`config.mk`:
```
export PLATFORM = sky130hd
export DESIGN_NAME = cursor_painter_flat
export DESIGN_NICKNAME = d
export VERILOG_FILES = /design/src/rtl/cursor_pkg.sv /design/src/rtl/cursor_painter_if.sv /design/src/rtl/cursor_painter_move_latch.sv /design/src/rtl/cursor_painter.sv /design/src/flat_wrapper.sv
export SDC_FILE = /design/constraint.sdc
export NUM_CORES = 1
export LEC_CHECK = 0
export CAP_MARGIN = 20
export CELL_PAD_IN_SITES_DETAIL_PLACEMENT = 1
export CELL_PAD_IN_SITES_GLOBAL_PLACEMENT = 1
export CORE_ASPECT_RATIO = 1.1
export CORE_MARGIN = 5
export CORE_UTILIZATION = 38
export CTS_CLUSTER_DIAMETER = 200
export DETAILED_ROUTE_END_ITERATION = 16
export PLACE_DENSITY_LB_ADDON = 0.1
export SETUP_SLACK_MARGIN = 0.2
export SYNTH_ARGS = -nofsm -noshare
export SYNTH_HDL_FRONTEND = slang
export SYNTH_HIERARCHICAL = 1
export SYNTH_SLANG_ARGS = --single-unit
```
`constraint.sdc`:
```
create_clock -name clk -period 3.5 [get_ports clk]
set_clock_uncertainty 0.1 [all_clocks]
set_input_delay 1.05 -clock clk [delete_from_list [all_inputs] [get_ports clk]]
set_output_delay 1.05 -clock clk [all_outputs]
set_load 0.02 [all_outputs]
```
`src/rtl/cursor_pkg.sv`:
```
`default_nettype none
// ============================================================================
// Module      : cursor_pkg
// Description : Shared grid geometry, state/move encodings and coordinate
//               stepping helper for the cursor painter.
// Revision    : 1.0 - initial release
// ============================================================================
package cursor_pkg;

  localparam int GRID_DIM = 8;
  localparam int COORD_W  = 3;
  localparam int ADDR_W   = 6;
  localparam int PIX_W    = 24;

  typedef enum logic [1:0] {
    INIT  = 2'd0,
    IDLE  = 2'd1,
    CLEAR = 2'd2,
    DRAW  = 2'd3
  } state_e;

  typedef enum logic [1:0] {
    MV_UP    = 2'd0,
    MV_DOWN  = 2'd1,
    MV_LEFT  = 2'd2,
    MV_RIGHT = 2'd3
  } move_e;

  typedef logic [COORD_W-1:0] coord_t;

  // One step along an axis; wraps modulo the grid or clamps at the edges.
  function automatic coord_t step_coord(input coord_t c, input logic dec, input logic wrap);
    coord_t edge_c;
    edge_c = dec ? '0 : coord_t'(GRID_DIM - 1);
    if (!wrap && (c == edge_c)) begin
      step_coord = c;
    end else if (dec) begin
      step_coord = c - coord_t'(1);
    end else begin
      step_coord = c + coord_t'(1);
    end
  endfunction

endpackage
`default_nettype wire

```
`src/rtl/cursor_painter_if.sv`:
```
`default_nettype none
// ============================================================================
// Module      : cursor_painter_if
// Description : Frame-buffer write channel (valid/ready, address, pixel).
// Revision    : 1.0 - initial release
// ============================================================================
interface cursor_painter_if;
  import cursor_pkg::*;

  logic              wr_valid;
  logic              wr_ready;
  logic [ADDR_W-1:0] wr_addr;
  logic [PIX_W-1:0]  wr_data;

  modport master (output wr_valid, output wr_addr, output wr_data, input wr_ready);
  modport slave  (input wr_valid, input wr_addr, input wr_data, output wr_ready);

endinterface
`default_nettype wire

```
`src/rtl/cursor_painter_move_latch.sv`:
```
`default_nettype none
// ============================================================================
// Module      : move_latch
// Description : One-deep pending-move register. Simultaneous pulses resolve
//               up > down > left > right; a new pulse always overwrites.
// Revision    : 1.0 - initial release
// ============================================================================
module move_latch
  import cursor_pkg::*;
(
  input  logic  clk,
  input  logic  rst_n,
  input  logic  enable,
  input  logic  consume,
  input  logic  up,
  input  logic  down,
  input  logic  left,
  input  logic  right,
  output logic  pending_valid,
  output move_e pending_move
);

  logic  w_any;
  move_e w_move;
  logic  r_valid;
  move_e r_move;

  // Priority-encode the incoming pulses into a single move.
  always_comb begin
    w_any  = up | down | left | right;
    w_move = MV_RIGHT;
    if (up) begin
      w_move = MV_UP;
    end else if (down) begin
      w_move = MV_DOWN;
    end else if (left) begin
      w_move = MV_LEFT;
    end
  end

  // A fresh pulse wins over consumption so a move arriving on the evaluate cycle survives.
  always_ff @(posedge clk or negedge rst_n) begin
    if (!rst_n) begin
      r_valid <= 1'b0;
      r_move  <= MV_UP;
    end else if (!enable) begin
      r_valid <= 1'b0;
    end else if (w_any) begin
      r_valid <= 1'b1;
      r_move  <= w_move;
    end else if (consume) begin
      r_valid <= 1'b0;
    end
  end

  assign pending_valid = r_valid;
  assign pending_move  = r_move;

endmodule
`default_nettype wire

```
`src/rtl/cursor_painter.sv`:
```
`default_nettype none
// ============================================================================
// Module      : cursor_painter
// Description : Moves a single-pixel cursor on an 8x8 frame buffer, erasing
//               the old pixel and painting the new one over a valid/ready
//               write channel.
// Revision    : 1.0 - initial release
// ============================================================================
module cursor_painter
  import cursor_pkg::*;
#(
  parameter logic [PIX_W-1:0] COLOR = 24'hFFFFFF,
  parameter int               WRAP  = 1
) (
  input  logic                clk,
  input  logic                rst_n,
  input  logic                up,
  input  logic                down,
  input  logic                left,
  input  logic                right,
  input  logic                shield_ready,
  cursor_painter_if.master    wr,
  output logic [COORD_W-1:0]  x,
  output logic [COORD_W-1:0]  y,
  output logic                busy
);

  localparam logic c_wrap = (WRAP != 0);

  state_e            r_state;
  coord_t            r_x, r_y, r_tx, r_ty;
  logic              r_wr_valid;
  logic [ADDR_W-1:0] r_wr_addr;
  logic [PIX_W-1:0]  r_wr_data;
  logic              r_busy;

  logic   w_pending;
  move_e  w_move;
  coord_t w_tx, w_ty;
  logic   w_differs;

  move_latch u_move_latch (
    .clk           (clk),
    .rst_n         (rst_n),
    .enable        (r_state != INIT),
    .consume       (r_state == IDLE),
    .up            (up),
    .down          (down),
    .left          (left),
    .right         (right),
    .pending_valid (w_pending),
    .pending_move  (w_move)
  );

  // Target position for the pending move; equal to (x,y) when clamped.
  always_comb begin
    w_tx = r_x;
    w_ty = r_y;
    unique case (w_move)
      MV_UP:    w_ty = step_coord(r_y, 1'b1, c_wrap);
      MV_DOWN:  w_ty = step_coord(r_y, 1'b0, c_wrap);
      MV_LEFT:  w_tx = step_coord(r_x, 1'b1, c_wrap);
      MV_RIGHT: w_tx = step_coord(r_x, 1'b0, c_wrap);
      default:  ;
    endcase
    w_differs = (w_tx != r_x) || (w_ty != r_y);
  end

  // Control FSM; all write-channel outputs are registered with the state.
  always_ff @(posedge clk or negedge rst_n) begin
    if (!rst_n) begin
      r_state    <= INIT;
      r_x        <= '0;
      r_y        <= '0;
      r_tx       <= '0;
      r_ty       <= '0;
      r_wr_valid <= 1'b0;
      r_wr_addr  <= '0;
      r_wr_data  <= '0;
      r_busy     <= 1'b1;
    end else begin
      unique case (r_state)
        INIT: begin
          if (shield_ready) begin
            r_state    <= DRAW;
            r_tx       <= '0;
            r_ty       <= '0;
            r_wr_valid <= 1'b1;
            r_wr_addr  <= {r_y, r_x};
            r_wr_data  <= COLOR;
          end
        end
        IDLE: begin
          if (w_pending && w_differs) begin
            r_state    <= CLEAR;
            r_tx       <= w_tx;
            r_ty       <= w_ty;
            r_wr_valid <= 1'b1;
            r_wr_addr  <= {r_y, r_x};
            r_wr_data  <= '0;
            r_busy     <= 1'b1;
          end
        end
        CLEAR: begin
          if (wr.wr_ready) begin
            r_state   <= DRAW;
            r_x       <= r_tx;
            r_y       <= r_ty;
            r_wr_addr <= {r_ty, r_tx};
            r_wr_data <= COLOR;
          end
        end
        DRAW: begin
          if (wr.wr_ready) begin
            r_state    <= IDLE;
            r_wr_valid <= 1'b0;
            r_busy     <= 1'b0;
          end
        end
        default: r_state <= INIT;
      endcase
    end
  end

  assign wr.wr_valid = r_wr_valid;
  assign wr.wr_addr  = r_wr_addr;
  assign wr.wr_data  = r_wr_data;
  assign x           = r_x;
  assign y           = r_y;
  assign busy        = r_busy;

endmodule
`default_nettype wire

```
`src/flat_wrapper.sv`:
```
// flat-port wrapper written by rule: the top's interface ports become plain ports
module cursor_painter_flat import cursor_pkg::*;
#(
  parameter logic [PIX_W-1:0] COLOR = 24'hFFFFFF,
  parameter int               WRAP  = 1
)
  (clk, rst_n, up, down, left, right, shield_ready, x, y, busy, wr_wr_valid, wr_wr_addr, wr_wr_data, wr_wr_ready);
  cursor_painter_if wr_i ();
  input  logic clk;
  input  logic rst_n;
  input  logic up;
  input  logic down;
  input  logic left;
  input  logic right;
  input  logic shield_ready;
  output logic [COORD_W-1:0] x;
  output logic [COORD_W-1:0] y;
  output logic busy;
  output wire logic [$bits(wr_i.wr_valid)-1:0] wr_wr_valid;
  output wire logic [$bits(wr_i.wr_addr)-1:0] wr_wr_addr;
  output wire logic [$bits(wr_i.wr_data)-1:0] wr_wr_data;
  input wire logic [$bits(wr_i.wr_ready)-1:0] wr_wr_ready;
  assign wr_wr_valid = wr_i.wr_valid;
  assign wr_wr_addr = wr_i.wr_addr;
  assign wr_wr_data = wr_i.wr_data;
  assign wr_i.wr_ready = wr_wr_ready;
  cursor_painter #(.COLOR(COLOR), .WRAP(WRAP)) u_core (.clk(clk), .rst_n(rst_n), .up(up), .down(down), .left(left), .right(right), .shield_ready(shield_ready), .wr(wr_i), .x(x), .y(y), .busy(busy));
endmodule
```
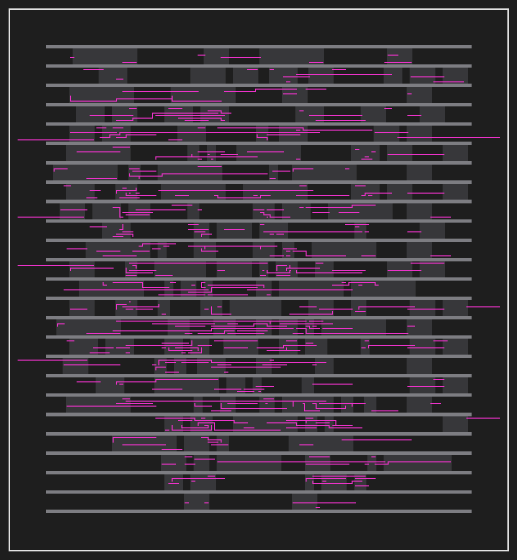
run_1/layer_met1.png
Supply wires on this layer in grey. Cells faint in the background.
- main direction: horizontal
- longest straight run: 28.1 µm
WL final: 3.385 mm
met1 GRT Util: 14.40%
Vias: 1089

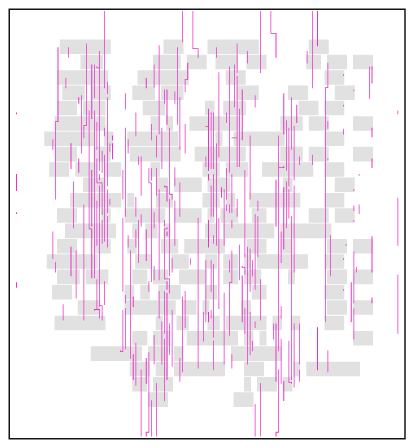
run_1/layer_met2.png
Cells faint in the background.
- wire length on this layer: 1680 µm
- share of all routed wire: 50%
met2 global-route usage: 24.45%

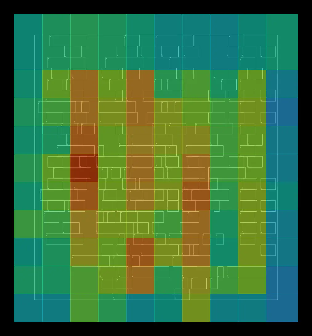
run_1/congestion.png
met3 usage: 4.354%
WL per Instance: 16.04 µm
GR Util All Layers: 13.19%

==> out/metrics.csv, run 1 <==
metric;value;unit
Max Clock Freq;344.5;MHz
count of plain and timing-repair buffers;47;
Pins Over Slew Limit;0;
placed cells;207;
flop2flop setup slack;1.15;ns
Well Taps;52;
clock buf count;4;
Top cells by area;dfrtp_1, mux2_2, buf_4, o21ai_0, fa_1;
TritonCTS Buffers;3;
Non-Clock Inverter Count;6;
grt ovf;0;
Core Density at Floorplan;38.40;%
Worst Path Max Fanout;25;
RSZ-0062 raised after global routing;no;
initial antenna violation count;0;
Comb gates;76;
final worst-path setup slack;0.5972;ns
outcome;complete, no violations;
slew of the pin with the lowest slew margin;0.7033;ns
P_seq;0.623;mW
post-layout util;48.24;%
Worst Path Class, Setup;flop to output port;
gr busiest metal;met2;
Yosys top cell by instances;dfrtp_1;
Comb power frac;59.0;%
Buffers on Ports;45;
Final min period;2.903;ns
clock-cell share of area;2.924;%
most common logic cell in the routed design;clkdlybuf4s50_1;
CP max stage delay;0.75;ns
Yosys reg bits;26;
run_1/flops_by_reg.png
Other sequential cells in the stronger grey, the rest of the logic in the fainter grey.
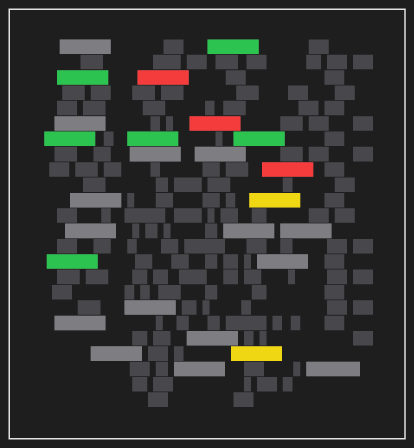

==> run 1 -> run 2 <==
--- a/config.mk
+++ b/config.mk
@@ -10,7 +10,7 @@
 export CELL_PAD_IN_SITES_GLOBAL_PLACEMENT = 1
 export CORE_ASPECT_RATIO = 1.1
 export CORE_MARGIN = 5
-export CORE_UTILIZATION = 38
+export CORE_UTILIZATION = 32
 export CTS_CLUSTER_DIAMETER = 200
 export DETAILED_ROUTE_END_ITERATION = 16
 export PLACE_DENSITY_LB_ADDON = 0.1
==> constraint.sdc (replaced) <==
create_clock -name clk -period 2.4 [get_ports clk]
set_clock_uncertainty 0.1 [all_clocks]
set_input_delay 0.72 -clock clk [delete_from_list [all_inputs] [get_ports clk]]
set_output_delay 0.72 -clock clk [all_outputs]
set_load 0.02 [all_outputs]
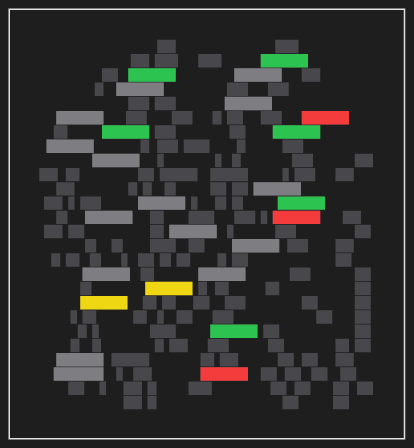
run_2/flops_by_reg.png
Other sequential cells in the stronger grey, the rest of the logic in the fainter grey.
- red: u_core/x (flops 3)
- yellow: u_core/r_state (flops 2)
- green: u_core/wr.wr_addr (flops 6)
- not coloured: 15
P_seq: 0.834 mW
sequential share of cell area: 34.23%
post-layout util: 41.52%
Seq. cell area: 651.9 µm²

==> run 2 against run 1 <==
Effect of this change: worst hold slack got worse by 0.0098 ns; critical endpoint is now x[1]; clock power increased by 44%; via count decreased by 0.28%; critical path type unchanged; final cell count increased by 4.3%.
==> out/metrics.csv, run 2 <==
metric;value;unit
outcome;complete, no violations;
Comb power frac;60.4;%
gr busiest metal;met2;
slew of the pin with the lowest slew margin;0.4582;ns
flop2flop setup slack;0.46;ns
WL per Instance;16.36;µm
RSZ-0062 raised after global routing;no;
internal power;1.547;mW
Buffers on Ports;45;
Worst Path Class, Setup;flop to output port;
hold path depth;1;
Well Taps;56;
Yosys reg bits;26;
met1 GRT Util;16.58;%
Max Clock Freq;476.0;MHz
IO Pins;46;
Core Density at Floorplan;32.68;%
initial antenna violation count;0;
met3 usage;2.326;%
Final min period;2.101;ns
Top cells by area;dfrtp_1, mux2_2, buf_4, o21ai_0, fa_1;
Vias;1086;
GR Util All Layers;13.19;%
final worst-path setup slack;0.2991;ns
met2 global-route usage;23.00;%
clock-cell share of area;2.891;%
WL final;3.600;mm
count of plain and timing-repair buffers;52;
placed cells;216;
NonClk Buf Share;25.30;%
Pins Over Slew Limit;0;
CP max stage delay;0.62;ns
grt ovf;0;
Non-Clock Inverter Count;6;
Comb gates;76;
Power is estimated from default activity; no workload was simulated.
